## src/rtl/shift194_pkg.sv

```systemverilog
// rtl/shift194_pkg.sv - op codes, mode-select encodings and state enum for shift194_ctrl
package shift194_pkg;

  localparam logic [2:0] OP_CLEAR = 3'd0;
  localparam logic [2:0] OP_LOAD  = 3'd1;
  localparam logic [2:0] OP_SHR   = 3'd2;
  localparam logic [2:0] OP_SHL   = 3'd3;
  localparam logic [2:0] OP_ROR   = 3'd4;
  localparam logic [2:0] OP_ROL   = 3'd5;

  // {S1,S0} encodings of the 74LS194 mode-select pins
  typedef enum logic [1:0] {
    SEL_HOLD = 2'b00,
    SEL_SHR  = 2'b01,
    SEL_SHL  = 2'b10,
    SEL_LOAD = 2'b11
  } sel_e;

  typedef enum logic [1:0] {
    ST_IDLE = 2'd0,
    ST_RUN  = 2'd1,
    ST_DONE = 2'd2
  } state_e;

  // Direction of a shift/rotate op; right-moving ops share S1S0=01
  function automatic sel_e shift_sel(input logic [2:0] op);
    return ((op == OP_SHR) || (op == OP_ROR)) ? SEL_SHR : SEL_SHL;
  endfunction

endpackage

```

## src/rtl/shift194_ctrl.sv

```systemverilog
// rtl/shift194_ctrl.sv - command sequencer driving one 74LS194 shift register
module shift194_ctrl
  import shift194_pkg::*;
#(
  parameter int CNT_W = 4
) (
  input  logic             CP,
  input  logic             CR_n,
  input  logic             cmd_valid,
  output logic             cmd_ready,
  input  logic [2:0]       cmd_op,
  input  logic [3:0]       cmd_data,
  input  logic [CNT_W-1:0] cmd_count,
  input  logic             cmd_fill,
  input  logic             abort,
  input  logic [3:0]       q,
  output logic             sr_s1,
  output logic             sr_s0,
  output logic [3:0]       sr_par,
  output logic             sr_dsr,
  output logic             sr_dsl,
  output logic             sr_clr_n,
  output logic             busy,
  output logic             done,
  output logic             err,
  output logic             aborted,
  output logic [3:0]       result
);

  state_e           r_state;
  logic [2:0]       r_op;
  logic             r_fill;
  logic [CNT_W-1:0] r_rem;
  sel_e             r_sel;
  logic [3:0]       r_par;
  logic             r_clr_n;
  logic             r_done;
  logic             r_err;
  logic             r_aborted;
  logic [3:0]       r_result;

  sel_e             w_sel;
  logic             w_dsr;
  logic             w_dsl;

  // Command FSM: latch at acceptance, count steps in RUN, pulse done for one cycle
  always_ff @(posedge CP or negedge CR_n) begin
    if (!CR_n) begin
      r_state   <= ST_IDLE;
      r_op      <= OP_CLEAR;
      r_fill    <= 1'b0;
      r_rem     <= '0;
      r_sel     <= SEL_HOLD;
      r_par     <= 4'b0000;
      r_clr_n   <= 1'b1;
      r_done    <= 1'b0;
      r_err     <= 1'b0;
      r_aborted <= 1'b0;
      r_result  <= 4'b0000;
    end else begin
      r_done    <= 1'b0;
      r_err     <= 1'b0;
      r_aborted <= 1'b0;
      r_clr_n   <= 1'b1;
      case (r_state)
        ST_IDLE: begin
          if (cmd_valid) begin
            r_op   <= cmd_op;
            r_fill <= cmd_fill;
            r_rem  <= cmd_count;
            case (cmd_op)
              OP_LOAD: begin
                r_par   <= cmd_data;
                r_sel   <= SEL_LOAD;
                r_rem   <= CNT_W'(1);
                r_state <= ST_RUN;
              end
              OP_CLEAR: begin
                r_clr_n <= 1'b0;
                r_done  <= 1'b1;
                r_state <= ST_DONE;
              end
              OP_SHR, OP_SHL, OP_ROR, OP_ROL: begin
                if (cmd_count == '0) begin
                  r_done  <= 1'b1;
                  r_state <= ST_DONE;
                end else begin
                  r_sel   <= shift_sel(cmd_op);
                  r_state <= ST_RUN;
                end
              end
              default: begin
                r_err   <= 1'b1;
                r_done  <= 1'b1;
                r_state <= ST_DONE;
              end
            endcase
          end
        end
        ST_RUN: begin
          r_rem <= r_rem - CNT_W'(1);
          if (abort) begin
            r_sel     <= SEL_HOLD;
            r_aborted <= 1'b1;
            r_done    <= 1'b1;
            r_state   <= ST_DONE;
          end else if (r_rem == CNT_W'(1)) begin
            r_sel   <= SEL_HOLD;
            r_done  <= 1'b1;
            r_state <= ST_DONE;
          end
        end
        ST_DONE: begin
          r_result <= q;
          r_state  <= ST_IDLE;
        end
        default: begin
          r_sel   <= SEL_HOLD;
          r_state <= ST_IDLE;
        end
      endcase
    end
  end

  // Abort must stop the register on the very edge it is sampled, so it masks the registered select
  always_comb begin
    w_sel = r_sel;
    if ((r_state == ST_RUN) && abort) begin
      w_sel = SEL_HOLD;
    end
  end

  // Serial inputs follow the latched op; rotates feed back the bit leaving the register
  always_comb begin
    w_dsr = 1'b0;
    w_dsl = 1'b0;
    if (r_state == ST_RUN) begin
      case (r_op)
        OP_SHR:  w_dsr = r_fill;
        OP_ROR:  w_dsr = q[0];
        OP_SHL:  w_dsl = r_fill;
        OP_ROL:  w_dsl = q[3];
        default: ;
      endcase
    end
  end

  assign {sr_s1, sr_s0} = w_sel;
  assign sr_par         = r_par;
  assign sr_dsr         = w_dsr;
  assign sr_dsl         = w_dsl;
  assign sr_clr_n       = r_clr_n;
  assign cmd_ready      = (r_state == ST_IDLE);
  assign busy           = (r_state == ST_RUN);
  assign done           = r_done;
  assign err            = r_err;
  assign aborted        = r_aborted;
  assign result         = r_result;

endmodule

```

## config.mk

```make
export PLATFORM = sky130hd
export DESIGN_NAME = shift194_ctrl
export DESIGN_NICKNAME = d
export VERILOG_FILES = /design/src/rtl/shift194_pkg.sv /design/src/rtl/shift194_ctrl.sv
export SDC_FILE = /design/constraint.sdc
export NUM_CORES = 1
export LEC_CHECK = 0
export CAP_MARGIN = 20
export CELL_PAD_IN_SITES_DETAIL_PLACEMENT = 0
export CELL_PAD_IN_SITES_GLOBAL_PLACEMENT = 1
export CORE_MARGIN = 2
export CORE_UTILIZATION = 33
export DETAILED_ROUTE_END_ITERATION = 16
export PLACE_DENSITY = 0.86
export SLEW_MARGIN = 20
export SYNTH_ARGS = -nofsm -noshare
export SYNTH_HDL_FRONTEND = slang
export SYNTH_SLANG_ARGS = --single-unit
export TNS_END_PERCENT = 1
```

## constraint.sdc

```tcl
create_clock -name CP -period 1.7 [get_ports CP]
set_clock_uncertainty 0.1 [all_clocks]
set_input_delay 0.425 -clock CP [delete_from_list [all_inputs] [get_ports CP]]
set_output_delay 0.425 -clock CP [all_outputs]
set_load 0.03 [all_outputs]
```

**Run 1: PDN straps and rails**

(6 px per um) Pins as bars on the die edge.
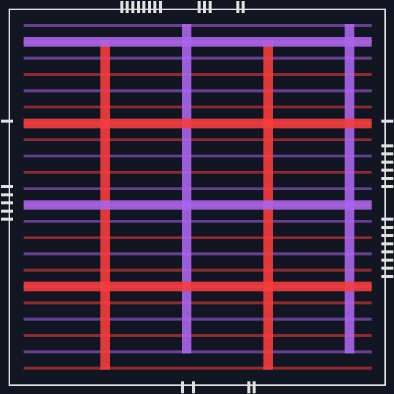
legend:
  VSS:
    colour: red
  VDD:
    colour: purple
rows: 21
met4 straps: 4
signal pins: 38

**Run 1: metal 2**

(6 px per um)
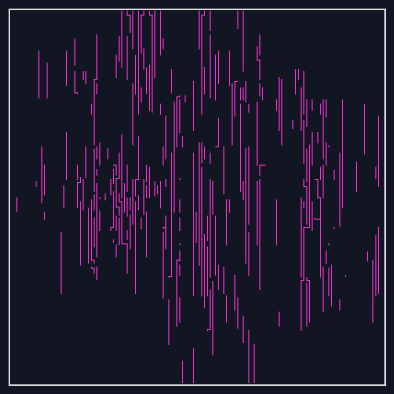
wire length on this layer: 1,350 um
longest straight run: 23.8 um
met2 layer usage reported by global route: 25.00%
Detailed Route WL: 2.719 mm

**Run 1: placement density heat map**

(6 px per um) The die is cut into 6 by 6 equal tiles; black is low, pale yellow is high, 0 to 100% covered.
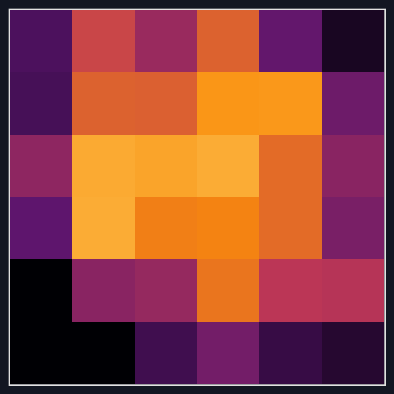
nearly empty tiles: 8.3%
mean over tiles: 44%
tiles over 75% full: 17%
densest ninth of the die: centre
fullest tile: 82%
Starting Density: 34.01%
core occupancy in the finished layout: 53.78%
standard cell core area: 0.003311 mm2

==> results.txt, run 1 <==
Implementation results are summarized by area below.

Run status
The flow ran to the end, but the final reports show violations. The final reports fail on setup timing.

Pwr
After layout, the design draws a total of 0.002662 W. The largest power group is combinational cells. For this design the ratio of total power to cell area is 1495 mW/mm2. The script extracted a net switching power of 0.001117 W. The power attributed to the clock group is 0.000266 W. In this run, power in flip-flops and latches comes to 0.000966 W. The leakage power summed over all cells is 0.8612 nW. The sequential share of power is 36.3%.

Cells and area
The layout cell share with drive strength beyond 1 is 32.16%. There are 24 flip-flops and latches. In the final layout, flip-flops and latches occupy 601.8 um2.

Counting plain and timing-repair buffers in the layout gives 59. Clock buffers in the final layout number 4. Per the area breakdown, the dominant cell category is registers.

The final layout contains 194 nets. Non-clock buffering takes up 29.94% of total cell area after layout. The count of multi-input gates is 81.

Summing all non-filler instances in the final layout gives an area of 0.001780 mm2. The number of filler cells placed in the layout is 321. The layout-stage area growth over the synthesis result is 58.11%. The count of non-filler cells in the finished layout is 217.

The portion of the layout cell area used by clock cells is 1.476%. Sequential cells make up 33.80% of the cell area.

Detailed routing
Across all layers, the routed design uses 1,007 vias. The first TritonRoute pass finished after 4 iterations. The number of nets with antenna violations after routing is 0. The DRC violation total left in the routed layout is recorded as 0. The post-detailed-route via-to-cell ratio is 4.641.

The length of routed wiring on met1 is 1.201 mm. The sum of met2 wire segment lengths after detailed routing is 1.347 mm. Routed signal wires occupy layers up through met4.

In this run, the number of DRC markers left after iteration 0 of detailed routing was 34. TritonRoute output was used to compute an average wire per cell of 12.53 um.

Job
The number of warnings the tools reported is 30.

Logic synthesis
The most frequently used library cell after synthesis is sky130_fd_sc_hd__nand2_1. The area recorded from the Yosys report for this design is 0.001126 mm2. After synthesis the cells add up to 0.001126 mm2. In the post-synthesis netlist, the biggest area contributors are sky130_fd_sc_hd__dfrtp_1, sky130_fd_sc_hd__nand2_1, sky130_fd_sc_hd__mux2_2, sky130_fd_sc_hd__dfstp_2, sky130_fd_sc_hd__a21oi_1. In the synthesized netlist the dominant register cell turns out to be sky130_fd_sc_hd__dfrtp_1.

The share of the synthesized area in the top cell type is 51.11%. The number of flops mapped to enable cells by yosys is 0. The share of synthesized registers carrying an async set or reset is 100.0%. The number of cells in the yosys synthesis report is 109.

Warnings reported by Yosys during synthesis add up to 0. The number of standard cells after synthesis is 109. Of the synthesized area, sequential elements account for 53.44%. In this run, distinct cell masters in the synthesized netlist total 37. Counting flops and latches in the post-synthesis netlist gives 24. The commonest cells after synthesis are sky130_fd_sc_hd__nand2_1, sky130_fd_sc_hd__dfrtp_1, sky130_fd_sc_hd__a21oi_1.

A synthesized cell averages 10.33 um2. Of all cell types, the one taking the most synthesized area is sky130_fd_sc_hd__dfrtp_1.

Clocking
The number of buffers inserted by post-CTS setup repair is 2. The maximum count of clock buffers along a single path is 2. The CTS tree is done. The H-tree level count is 1. In this run, post-CTS repair resized a total of 20 instances.

The registers of the reported paths see a clock transition of 140 ps. The number of CTS-inserted buffers is 3. For this design, the CTS-stage hold fixing added 0 buffers. The cell chosen for the clock root is sky130_fd_sc_hd__clkbuf_4.

Worst hold path
In this run the most critical hold path is launched from cmd_op[0]. The worst min-delay path endpoint is r_op[0].

Timing
After layout, the minimum clock period comes to 1891 ps. Setup repair after global routing could not meet its margin everywhere. The least setup slack across all paths after layout is -191.5 ps.

The worst-case max-slew headroom was logged as 73.29%. Dividing the final minimum period by the clock period gives 111.3%. In the final report, the number of endpoints failing setup comes to 6. The count of pins over their slew limit is 0. Derived from the worst setup path, the maximum achievable clock frequency is 528.7 MHz. Setup total negative slack on the finished layout was measured at -861.2 ps. The transition time of the tightest slew-check pin is 399.8 ps. The final number of hold-violating endpoints is 0.

Setup path
For reference, the most critical setup path is categorized as reg2out. The cell count of the worst reg-to-reg path is 4. The category of the worst setup path capture point is an output port. STA classifies the critical path startpoint as a flip-flop. The capture point of the worst register-to-register path is recorded as sr_clr_n. The signal on the critical path passes through nand2b_4 > inv_4 > and2_4 > nor2b_1 > buf_4. The family with the most delay on the worst path is flip-flops. The maximum single-stage delay on the critical path is 450 ps.

Looking at the critical path, the highest net fanout was 5. The setup slack on the worst flop-to-flop path is 40 ps. The data arrival time reported for the critical path is 1370 ps. The worst endpoint required time is 1170 ps.

OpenSTA lists the critical path endpoint as sr_s1.

Placement
The global placement routability congestion is 0.8422. The placed instance count is 210. The number of buffers added on ports is 37. The worst-case setup slack after placement is -306.8 ps.

Floorplanning
According to the tapcell log, the count of inserted taps is 46. According to the floorplan log, the row count is 21. The die boundary width is 62.42 um.

The die area is 0.003896 mm2. The die boundary height is 62.42 um. The I/O pin total is 38.

GRT
The number of antenna violations at the first check in global routing is 0. The global-route track usage on met3 is 3.243%. The via count of the first global-routing pass is 1,053. The met1 usage in global routing is 20.42%. The first-pass GRT wire length is 4.836 mm.

Entering global routing, the biggest net connects 25 pins.
## run 1: logic make-up (layout without fill, tap and decap cells)
group                    count (synthesis)  count (layout)  synth area share, %
adder cells (fa/ha/maj)                  2               2                2.222
multiplexers                             6               6                5.778
AND-OR/OR-AND                           17              17                10.11
flip-flops                              24              24                53.44
XOR/XNOR                                 1               1               0.7779
buffers and inverters                    4              66                2.000
AND/OR/NAND/NOR                         55              55                25.67
## run 1: layout by cell type, fill, tap and decap left out, drive strengths merged
| cell | synthesis | layout |
|---|---|---|
| nand2 | 32 | 32 |
| buf | 1 | 29 |
| dfrtp | 23 | 23 |
| clkdlybuf4s50 | 0 | 18 |
| dlygate4sd2 | 0 | 11 |
| a21oi | 5 | 5 |
| mux2 | 4 | 4 |
| nor2b | 4 | 4 |
| o21ai | 4 | 4 |
| clkbuf | 0 | 4 |
| inv | 3 | 3 |
| nor2 | 3 | 3 |
| nor3b | 3 | 3 |
| o31ai | 2 | 2 |
| mux2i | 2 | 2 |
| ha | 2 | 2 |
| nand2b | 2 | 2 |
| or3b | 2 | 2 |
| a211oi | 2 | 2 |
| a311oi | 2 | 2 |
| and2 | 1 | 1 |
| xnor2 | 1 | 1 |
| nor4 | 1 | 1 |
| nand3b | 1 | 1 |
| and3 | 1 | 1 |
| or4 | 1 | 1 |
| and2b | 1 | 1 |
| or2b | 1 | 1 |
| nand3 | 1 | 1 |
| o221ai | 1 | 1 |
| o22ai | 1 | 1 |
| nor3 | 1 | 1 |
| dlymetal6s2s | 0 | 1 |
| dfstp | 1 | 1 |
## run 1: registers in the layout, summed over array words and instances, names as in the netlist
register  flops
aborted       1
err           1
done          1
r_op          3
result        4
sr_par        4
r_sel         2
r_rem         4
r_state       2
r_fill        1
sr_clr_n      1
==> run 2: changes to the inputs <==
--- a/config.mk
+++ b/config.mk
@@ -12,6 +12,7 @@
 export CORE_UTILIZATION = 33
 export DETAILED_ROUTE_END_ITERATION = 16
 export PLACE_DENSITY = 0.86
+export SKIP_LAST_GASP = 1
 export SLEW_MARGIN = 20
 export SYNTH_ARGS = -nofsm -noshare
 export SYNTH_HDL_FRONTEND = slang
**Run 2: sequential cells grouped by signal name**

(6 px per um) Other sequential cells in the stronger grey, the rest of the logic in the fainter grey.
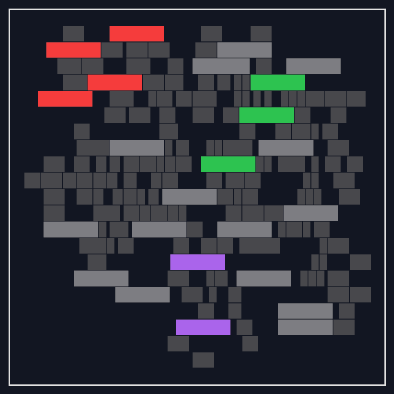
legend:
  r_op:
    colour: green
    placed_flops: 3
  sr_par:
    colour: red
    placed_flops: 4
    where: upper left
  r_sel:
    colour: purple
    placed_flops: 2
not coloured: 15

**Run 2: PDN straps and rails**

(6 px per um) Pins as bars on the die edge.
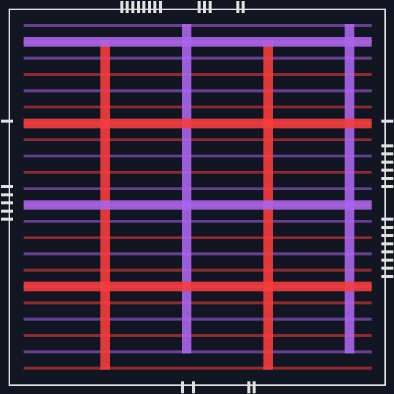
legend:
  VDD:
    colour: purple
  VSS:
    colour: red
met1 rails: 22
rows: 21
signal pins: 38
met5 straps: 4
met4 straps: 4

==> run 2 against run 1 <==
Net effect: the flow still finishes with violations (setup timing); setup slack worse by 1.8 ps; die area unchanged; utilization decreased by 1.0 points; combinational power is essentially flat; synthesized area unchanged; global-route usage down 0.19 points; routed wire length down 1.4%; register-to-register slack lost 90 ps; worst hold slack improved by 25 ps; critical endpoint is now result[1]; largest power group unchanged.
==> results.txt, run 2 <==
Implementation results are summarized by area below.

Floorplanning
The die boundary height is 62.42 um (unchanged). The I/O pin total was 38 (unchanged). The floorplan core area is 0.003311 mm2 (unchanged). The effective utilization at floorplan is 34.01% (unchanged). The die boundary width came to 62.42 um (unchanged). The number of placement rows is 21 (unchanged).

The die area is 0.003896 mm2 (unchanged).

Detailed routing
The number of vias after detailed routing is 1,015 (+0.79%). The number of nets with antenna violations after routing is 0 (unchanged). The number of detailed-route iterations in the first pass is 4 (unchanged). The violation count after the first detailed-route iteration was 37 (+8.8%). The DRC violation count after routing was 0 (unchanged). The aggregate routed wire length was 2.682 mm (-1.4%). The post-detailed-route via-to-cell ratio came to 4.635 (-0.13%). The post-detailed-route wirelength per cell is 12.25 um (-2.3%).

Cells and area
The total area of sequential cells is 601.8 um2 (unchanged). The net count of the finished layout came to 196 (+1.0%). The layout cell share with drive strength beyond 1 is 28.90% (-3.3 points). The flow measured a signed area growth from synthesis to layout of 55.11%. The number of filler cells placed in the layout was 322 (+0.31%). The top cell types in the final layout, fill and taps aside, are sky130_fd_sc_hd__nand2_1, sky130_fd_sc_hd__buf_4, sky130_fd_sc_hd__clkdlybuf4s50_1. The number of antenna cells inserted is 0.

Pwr
The sequential share of power was 36.0% (-0.3 points). The internal power of the cells is 0.001586 W. The maximum VDD drop is 0.0006150 V. The proportion of power drawn by combinational gates is 54.2%. Looking at the group totals, the largest power group turns out to be combinational cells. The power density of the placed cells came to 1536 mW/mm2 (+2.8%). The power of the sequential group came to 0.000966 W (about the same). Combinational cells consume a total of 0.00146 W. The net switching power came to 0.001098 W (-1.7%). The leakage power summed over all cells was 0.8175 nW (-5.1%). The total power is 0.002684 W (+0.80%).

Logic synthesis
The share of the synthesized area in the top cell type is 51.11% (unchanged). The top cell type by total area after synthesis is sky130_fd_sc_hd__dfrtp_1. The area reported by Yosys stat came to 0.001126 mm2 (unchanged). The number of standard cells after synthesis is 109 (unchanged).

The mean post-synth cell area is 10.33 um2 (unchanged). Per the synth stats, the flop cell with the highest instance count is sky130_fd_sc_hd__dfrtp_1. The cell area after synthesis is 0.001126 mm2 (unchanged). The sequential-to-total area share from yosys stat is 53.44% (unchanged). For reference, the top cells by count after synthesis are sky130_fd_sc_hd__nand2_1, sky130_fd_sc_hd__dfrtp_1, sky130_fd_sc_hd__a21oi_1.

The number of synthesized register bits was 24 (unchanged). The share of synthesized registers carrying an async set or reset is 100.0% (unchanged). The most common cell in the synthesized netlist is sky130_fd_sc_hd__nand2_1. By area the synthesized netlist is led by sky130_fd_sc_hd__dfrtp_1, sky130_fd_sc_hd__nand2_1, sky130_fd_sc_hd__mux2_2, sky130_fd_sc_hd__dfstp_2, sky130_fd_sc_hd__a21oi_1.

The total number of yosys warnings came to 0 (unchanged). The number of flops mapped to enable cells by yosys came to 0 (unchanged). The number of distinct library cell variants in the gate-level netlist after synthesis is 37 (unchanged). The number of cells in the yosys synthesis report came to 109 (unchanged).

Clocking
The maximum count of clock buffers along a single path is 2 (unchanged). The CTS tree is done. The number of buffers inserted by post-CTS setup repair is 2 (unchanged).

The clock-pin slew on the worst setup and hold paths is 130 ps (about the same). The count of hold-fix buffers inserted at cts came to 0 (unchanged). Per the CTS log, the root buffer master is sky130_fd_sc_hd__clkbuf_4. The H-tree level count is 1 (unchanged).

The post-cts sizing count is 2 (-90%).

Run status
The final reports fail on setup timing. The flow ran to the end, but the final reports show violations.

Timing
The setup TNS is -2706 ps (-1845 ps). The remaining max-slew budget at the tightest pin is 72.74% (-0.55 points). The highest attainable clock frequency is 528.2 MHz (about the same). The time the final worst path needs with I/O delays and setup is 1893 ps (+1.782 ps). The setup-violating endpoint count in the final report came to 19 (+13). The final number of hold-violating endpoints is 0 (unchanged). Setup repair after global routing could not meet its margin everywhere. The count of pins over their slew limit is 0 (unchanged). The least setup slack across all paths after layout was -193.3 ps (-1.782 ps). The transition time of the tightest slew-check pin is 408.0 ps (+8.201 ps).

GRT
The number of antenna violations at the first check in global routing came to 0 (unchanged). The via count of the first global-routing pass was 1,034 (-1.8%). The first-pass GRT wire length is 4.781 mm (-1.1%). The pin count of the biggest net entering global routing is 25 (unchanged).

Setup path
STA classifies the critical path startpoint as a flip-flop. The worst endpoint required time is 1170 ps (about the same). The STA report counts the stages on the worst setup path as 1. The maximum single-stage delay on the critical path was 680 ps (+230 ps). The worst path arrival time was 1370 ps (about the same). STA classifies the critical path endpoint as an output port. Walking the worst path, the cells encountered are clkdlybuf4s50_1. In the setup report, the worst path falls into the class reg2out.

The cell count of the worst reg-to-reg path was 4 (unchanged). The family with the most delay on the worst path is buffers and inverters. The highest fanout seen on the critical path is 2 (-3).

Placement
The number of buffers added on ports is 37 (unchanged). The global placement routability congestion is 0.8422 (unchanged). The worst-case setup slack after placement is -306.8 ps (unchanged).

Job
The number of warnings the tools reported is 30 (unchanged).
**Run 2: clock wiring as the flow saved it**

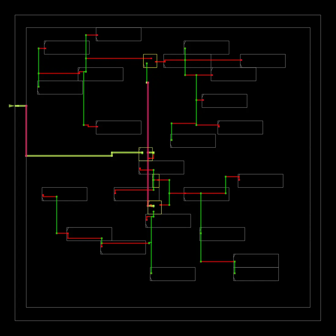
clkbuf count: 4
Power Clock: 0.000262 W
sequential cell count: 24
count of clock tree sinks: 24
number of CTS-inserted buffers: 3

run 2: netlist changes by cell type in the layout (fill, tap and decap cells not counted), moves of 7 or more:
cell and change:
sky130_fd_sc_hd__clkdlybuf4s50_1 +11, sky130_fd_sc_hd__buf_6 -7, sky130_fd_sc_hd__dlygate4sd2_1 -10, sky130_fd_sc_hd__buf_4 +9
run 2: logic make-up (layout without fill, tap and decap cells):
group	count (synthesis)	after routing	share of synthesized area, %
and+or+nand+nor	55	55	25.67
DFF	24	24	53.44
AOI/OAI and AO/OA	17	17	10.11
muxes	6	6	5.778
buffers and inverters	4	68	2.000
adders and majority gates	2	2	2.222
xor gates and xnor gates	1	1	0.7779
run 2: through the flow:
stage          instances  utilization [%]  instance area [um2]
2_1_floorplan        109                -                 1135
5_1_grt              219            52.76                 1747
6_report             219            52.76                 1747
3_5_place_dp         210            50.64                 1677
3_3_place_gp         210            50.64                 1677
4_1_cts              216            52.00                 1722
run 2: worst paths after layout:
kind	startpoint	to	slack, ps
max	result[1]	result[1]	-190
min	CR_n	result[2]	350
max reg2reg	r_state[1]	sr_clr_n	-50
min reg2reg	r_fill	r_fill	400
max in group asynchronous	CR_n	sr_clr_n	850
min in group CP	r_fill	r_fill	400
run 2: cell type report:
type	instances	area share (%)
clock buffers	4	1.504
inverters	3	0.6447
multi-input cells	81	29.66
flip-flops and latches	24	34.46
well taps	46	3.295
repair buffers	61	30.44
run 2: routing by layer:
| layer | track usage [%] | wire, um |
|---|---|---|
| met2 | 24.87 | 1324 |
| met3 | 3.243 | 146 |
| met4 | 5.000 | 35 |
| met1 | 20.07 | 1176 |
| met5 | 0 | 0 |
Power is estimated from default activity; no workload was simulated.
